**src/rtl/step_tracker_bcd.sv**
```systemverilog
// Pedometer core clocked by the debounced step pulse: saturating BCD step total,
// half-mile distance, clearable lap count, and a mode-selected 5-bit-per-digit display bus.
module step_tracker_bcd #(
    parameter int NUM_DIGITS          = 4,
    parameter int STEPS_PER_HALF_MILE = 1024
) (
    input  logic                    step_clk,
    input  logic                    reset,
    input  logic [1:0]              mode,
    input  logic                    lap_clr,
    output logic [5*NUM_DIGITS-1:0] bcd,
    output logic                    si,
    output logic                    dist_sat
);

    localparam int            PW      = $clog2(STEPS_PER_HALF_MILE);
    localparam int            MD      = NUM_DIGITS - 2;
    localparam logic [PW-1:0] PS_LAST = PW'(STEPS_PER_HALF_MILE - 1);
    localparam logic [4:0]    BLANK   = 5'h1F;

    logic [NUM_DIGITS-1:0][3:0] total_q, total_inc;
    logic [NUM_DIGITS-1:0][3:0] lap_q, lap_inc;
    logic [MD-1:0][3:0]         miles_q, miles_inc;
    logic                       total_full, lap_full, miles_full;
    logic                       half_q;
    logic [PW-1:0]              ps_q;
    logic                       tick;

    // Returns {all_nines, value+1}; the carry out of the top digit is set only when every digit was 9.
    function automatic logic [4*NUM_DIGITS:0] bcd_inc(input logic [NUM_DIGITS-1:0][3:0] v);
        logic [NUM_DIGITS-1:0][3:0] r;
        logic                       c;
        r = v;
        c = 1'b1;
        for (int d = 0; d < NUM_DIGITS; d++) begin
            if (c) begin
                if (v[d] == 4'd9) begin
                    r[d] = 4'd0;
                end else begin
                    r[d] = v[d] + 4'd1;
                    c    = 1'b0;
                end
            end
        end
        return {c, r};
    endfunction

    always_comb begin
        {total_full, total_inc} = bcd_inc(total_q);
        {lap_full, lap_inc}     = bcd_inc(lap_q);
    end

    always_comb begin
        logic c;
        miles_inc = miles_q;
        c         = 1'b1;
        for (int d = 0; d < MD; d++) begin
            if (c) begin
                if (miles_q[d] == 4'd9) begin
                    miles_inc[d] = 4'd0;
                end else begin
                    miles_inc[d] = miles_q[d] + 4'd1;
                    c            = 1'b0;
                end
            end
        end
        miles_full = c;
    end

    assign tick = (ps_q == PS_LAST);

    always_ff @(posedge step_clk or posedge reset) begin
        if (reset) begin
            total_q  <= '0;
            lap_q    <= '0;
            miles_q  <= '0;
            half_q   <= 1'b0;
            ps_q     <= '0;
            si       <= 1'b0;
            dist_sat <= 1'b0;
        end else begin
            if (total_full) begin
                si <= 1'b1;
            end else begin
                total_q <= total_inc;
            end

            if (lap_clr) begin
                lap_q <= '0;
            end else if (!lap_full) begin
                lap_q <= lap_inc;
            end

            ps_q <= tick ? '0 : ps_q + PW'(1);

            // Distance freezes at its maximum; the prescaler keeps wrapping regardless.
            if (tick) begin
                if (!half_q) begin
                    half_q <= 1'b1;
                end else if (miles_full) begin
                    dist_sat <= 1'b1;
                end else begin
                    half_q  <= 1'b0;
                    miles_q <= miles_inc;
                end
            end
        end
    end

    always_comb begin
        bcd = '0;
        case (mode)
            2'd0: begin
                for (int d = 0; d < NUM_DIGITS; d++) bcd[5*d +: 5] = {1'b0, total_q[d]};
            end
            2'd1: begin
                bcd[4:0] = half_q ? 5'd5 : 5'd0;
                bcd[9:5] = BLANK;
                for (int d = 2; d < NUM_DIGITS; d++) bcd[5*d +: 5] = {1'b0, miles_q[d-2]};
            end
            2'd2: begin
                for (int d = 0; d < NUM_DIGITS; d++) bcd[5*d +: 5] = {1'b0, lap_q[d]};
            end
            default: begin
                for (int d = 0; d < NUM_DIGITS; d++) bcd[5*d +: 5] = BLANK;
            end
        endcase
    end

endmodule
```
**config.mk**
```make
export PLATFORM = sky130hd
export DESIGN_NAME = step_tracker_bcd
export DESIGN_NICKNAME = d
export VERILOG_FILES = /design/src/rtl/step_tracker_bcd.sv
export SDC_FILE = /design/constraint.sdc
export NUM_CORES = 1
export LEC_CHECK = 0
export ABC_AREA = 1
export CAP_MARGIN = 20
export CORE_ASPECT_RATIO = 1.25
export CORE_MARGIN = 4
export CORE_UTILIZATION = 55
export CTS_CLUSTER_SIZE = 10
export DETAILED_ROUTE_END_ITERATION = 10
export PLACE_DENSITY = 0.75
export SETUP_SLACK_MARGIN = 0.2
export SLEW_MARGIN = 0
export SYNTH_ARGS = -nofsm -noshare
export SYNTH_HDL_FRONTEND = slang
export SYNTH_SLANG_ARGS = --single-unit
```
**constraint.sdc**
```tcl
create_clock -name step_clk -period 2 [get_ports step_clk]
set_clock_uncertainty 0.2 [all_clocks]
set_input_delay 0.4 -clock step_clk [delete_from_list [all_inputs] [get_ports step_clk]]
set_output_delay 0.4 -clock step_clk [all_outputs]
set_load 0.005 [all_outputs]
```
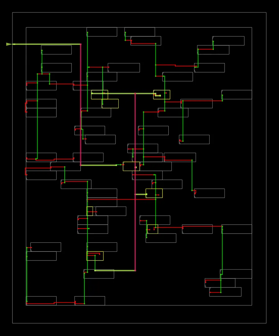
Run 1: clock routing
flop count: 53
clkbuf count: 6

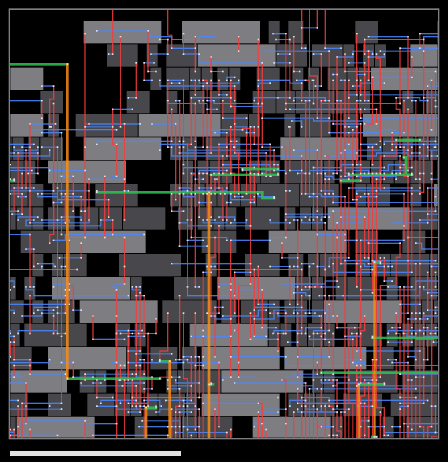
Run 1: a small window of the routed layout
Scale bar: 20 um. Window x 14 to 64, y 41 to 91 um. Cells in grey, sequential cells in the stronger grey; small squares are vias.
Green marks metal 3. Orange marks metal 4. Blue marks metal 1. Red marks metal 2.
Most frequent: nand2_1 (53), inv_1 (25), dfrtp_1 (20). Sequential cells in the window: 25. Netlist names of flops here include total_q (11), lap_q (8), ps_q (4). 221 logic cells have their middle in the window.

==> reports/results.ini, run 1 <==
[run_status]
status = finished clean

[timing]
max_freq_mhz = 550
fin_setup_tns_ps = 0
fin_crit_ps = 1820
drv_slew = 0
hold_viol = 0
setup_violations = 0
holdWs_ps = 221

[synthesis]
yosysTopAreaCellShare_pct = 40.5
ys_seq_share_pct = 40.5
ys_chip_area_mm2 = 0.00328
synthFlopType = dfrtp_1
yosys.area_share.aoi_pct = 10.5
yosysMostFrequentCell = nand2_1
netlist_instances = 438
simple_gate_share_pct = 32.9
synthTopCellsByCount = nand2_1 (130), inv_1 (61), dfrtp_1 (53), nor2_1 (33)
netlist_area_mm2 = 0.00328
top_cells_by_area = dfrtp_1 (40%), nand2_1 (15%), inv_1 (7.0%)
fp_nets = 450
enable_flop_cells = 0
ys_types = 37

[grt]
grtUsageMet2_pct = 42.2
met3_usage_pct = 2.88
grtUsageTotal_pct = 22.2
antenna_found_initial = 0
grt_max_degree = 21
use_met1_pct = 25.5
grt_pass1_wl_mm = 12.8

[worst_setup_path]
critPathTopFamily = buffers and inverters
cpPeakStageDelay_ps = 140
crit_end = bcd[13]
worstReg2RegEnd = lap_q[8]
worst-path-buf-inv = 5
worstPathMaxFanout = 7
reg2reg_from = lap_q[9]
reg2reg_depth = 9
critical_path_depth = 8
worstSetupPathType = in2out
cp_slowest_cell = buf_2

[power_and_ir_drop]
pwr.group.clock_w = 0.000650
seq_cell_power_w = 0.00111
pwr-share-clk_pct = 31.3
intPower_w = 0.00152
p_comb_share_pct = 15.0
powerDensity_mw_per_mm2 = 489
pg_comb_w = 0.000311
leakagePower_nw = 2.16

[clocking]
cts_resized = 109
cts_tree = built
htree_num_levels = 2
clk_latency_ps = 320
cts_setup_buffers = 17
cts-buffers-inserted = 5

[place]
dp.cells = 539
placed_area_mm2 = 0.00373
port_buffers = 26
gp_congestion = 0.881

[layout]
logic_gate_count = 314
dominant_cells = multi-input combinational cells
diodes = 0
signal_buffers = 75
drive_above_1_share_pct = 27.5
design_area_mm2 = 0.00424
comb_share_pct = 43.6
final_common_cell = nand2_1

[detailed_routing]
wl_met2_mm = 4.19
top_layer = met4
route.met3.wl_um = 278
wl_met1_mm = 3.18
drt-pass1-iter-count = 5
dr_total_vias = 3112
drt-wirelength-per-cell_um = 13.6
wl_mm = 7.86

[floorplanning]
die_area_mm2 = 0.00726
die.size.y_um = 94.3
core_area_mm2 = 0.00578
die_w_um = 77.0
pin_count = 27

[job]
warnings = 31

[hold_path]
min_path_type = in2async

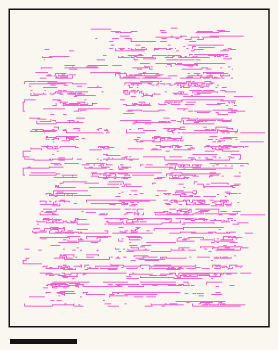
Run 1: signal wires on met1
Scale bar: 20 um.
The wires run mostly horizontal. 476 nets have wire on it. The layer holds 41% of the routed length. The longest straight run is 20.7 um. The layer carries 3,180 um of wire.

==> inputs of run 2 (changes only) <==
Clock period 2 ns to 1.8 ns, I/O delays scaled along.
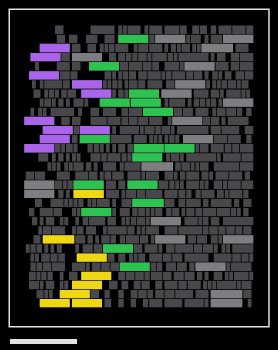
Run 2: register map, names as in the netlist
Scale bar: 20 um. Other sequential cells in the stronger grey, the rest of the logic in the fainter grey.
Yellow marks miles_q, flops 8. Purple marks ps_q, flops 10. Green marks total_q, flops 16.

==> run 2 against run 1 <==
Effect of this change:
- the run now ends with setup timing left
- die size stayed put
- critical path depth did not move
- synthesized area did not move
- critical endpoint is now lap_q[9]
- largest cell class unchanged
==> reports/results.ini, run 2 <==
[timing]
setup_slack_ps = -57.7
holdWs_ps = 239
hold_viol = 0
max_freq_mhz = 538
post-route-period-util_pct = 103
drv_slew = 0
setup_violations = 4
fin_crit_ps = 1860
tightestPinTransition_ps = 345
relSlewSlack_pct = 76.9
fin_setup_tns_ps = -81.1

[synthesis]
synthAdderAreaFrac_pct = 2.67
ys.flops = 53
netlist_area_mm2 = 0.00328
mux_area_share_pct = 0
yosys.area_share.aoi_pct = 10.5
enable_flop_cells = 0
synthTopCellsByCount = nand2_1 (130), inv_1 (61), dfrtp_1 (53), nor2_1 (33)
top_cells_by_area = dfrtp_1 (40%), nand2_1 (15%), inv_1 (7.0%)
ys_seq_share_pct = 40.5
ys_cells = 438
yosysTopAreaCellShare_pct = 40.5
async_flop_share_pct = 100
fp_nets = 450
netlist_instances = 438
ys_chip_area_mm2 = 0.00328
simple_gate_share_pct = 32.9
yosysMostFrequentCell = nand2_1
xor_area_share_pct = 4.81
syn_area_per_cell_um2 = 7.48
synthFlopType = dfrtp_1
yosysWarnings = 0
ys_types = 37

[layout]
fill_cells = 312
sh_seq_area_pct = 26.8
clock_area_share_pct = 1.91
synthToLayoutAreaGrowth_pct = 51.8
layout.nets = 570
reg_top3 = lap_q: 16 flops, total_q: 16 flops, ps_q: 10 flops
logic_area_mm2 = 0.00219
flops = 53
dominant_cells = multi-input combinational cells
design_area_mm2 = 0.00497
diodes = 0
n_all_inverters = 63
comb_share_pct = 44.0
final_common_cell = nand2_1
lay_top_cells = nand2_1 (87), buf_4 (65), dfrtp_1 (47)
drive_above_1_share_pct = 47.2
logic_gate_count = 314
post-route-util_pct = 86.1
n_clock_buffer = 5
signal_buffers = 121
seqCellArea_mm2 = 0.00133

[grt]
use_met1_pct = 27.0
met3_usage_pct = 3.07
grtUsageTotal_pct = 24.1
grtUsageMet2_pct = 45.7
grt_pass1_vias = 3161
grt_max_degree = 54
gr-max-usage-layer = met2
antenna_found_initial = 0
grt_pass1_wl_mm = 14.1

[power_and_ir_drop]
max-vdd-ir-drop_mv = 0.381
leakagePower_nw = 2.43
total_power_w = 0.00241
p_sw_w = 0.000703
powerDensity_mw_per_mm2 = 485
p_comb_share_pct = 19.1
power_leader = registers
pwr.group.clock_w = 0.000712
seq_cell_power_w = 0.00124
p_sw_share_pct = 29.2
pg_comb_w = 0.000461
intPower_w = 0.00171
pwr-share-clk_pct = 29.6

[detailed_routing]
viasPerCell = 5.56
drt-pass1-iter-count = 7
drc = 0
top_layer = met4
dr_total_vias = 3476
route.met3.wl_um = 518
wl_met2_mm = 5.43
wl_mm = 10.5
wl_met1_mm = 3.97
drt-wirelength-per-cell_um = 16.8

[clocking]
cts_setup_buffers = 36
clk_latency_ps = 320
cts-buffers-inserted = 5
root_buffer = clkbuf_8
hold_buffers = 0
cts_tree = built
clock_path_buffers = 2
htree_num_levels = 2
cts_resized = 170
clkSinkCount = 53

[place]
port_buffers = 26
placed_area_mm2 = 0.00384
dpl.hpwl_mm = 5.54
dp.cells = 555
gp_congestion = 0.870

[worst_setup_path]
cp_cell_sequence = inv_2 > ha_4 > nand3_4 > buf_6 > o21ai_4 > nand2_4 > nand2_1 > nand2_1
critical_path_depth = 8
critPathTopFamily = simple AND/OR/NAND/NOR gates
endpoint_kind = flip-flop
worstSetupPathType = reg2reg
cp-start-kind = flip-flop
crit_required_ps = 1800
crit_end = lap_q[9]
reg2reg_depth = 8
worstPathMaxFanout = 5
reg2reg_from = lap_q[1]
cp_slowest_cell = dfrtp_1
worstReg2RegEnd = lap_q[9]
reg2reg_slack_ps = -60
cpPeakStageDelay_ps = 410
worst-path-buf-inv = 2

[job]
warnings = 31
timing.max_cap.violations = 0

[run_status]
status = finished, violations left
violations = setup timing

[floorplanning]
die_w_um = 77.0
n_tap_cell = 66
pin_count = 27
die_area_mm2 = 0.00726
die.size.y_um = 94.3
core_area_mm2 = 0.00578
rows = 31

[hold_path]
min_path_type = in2async

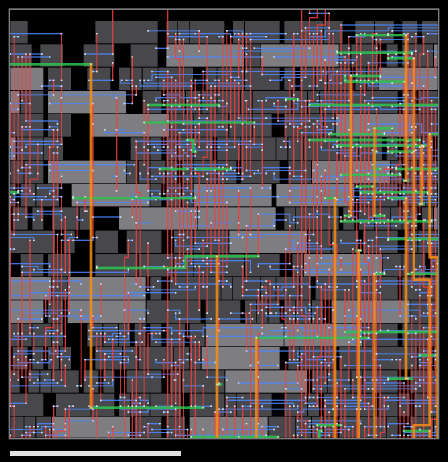
Run 2: a small window of the routed layout
Scale bar: 20 um. Window x 14 to 64, y 41 to 91 um. Cells in grey, sequential cells in the stronger grey; small squares are vias.
Red marks metal 2. Blue marks metal 1. Green marks metal 3. Orange marks metal 4.
Sequential cells in the window: 25. 249 logic cells have their middle in the window. Most frequent: nand2_1 (44), buf_4 (27), dfrtp_1 (23). Netlist names of flops here include total_q (12), lap_q (8), ps_q (4).

Power figures rest on the tool's default switching activity, not on a simulated workload.
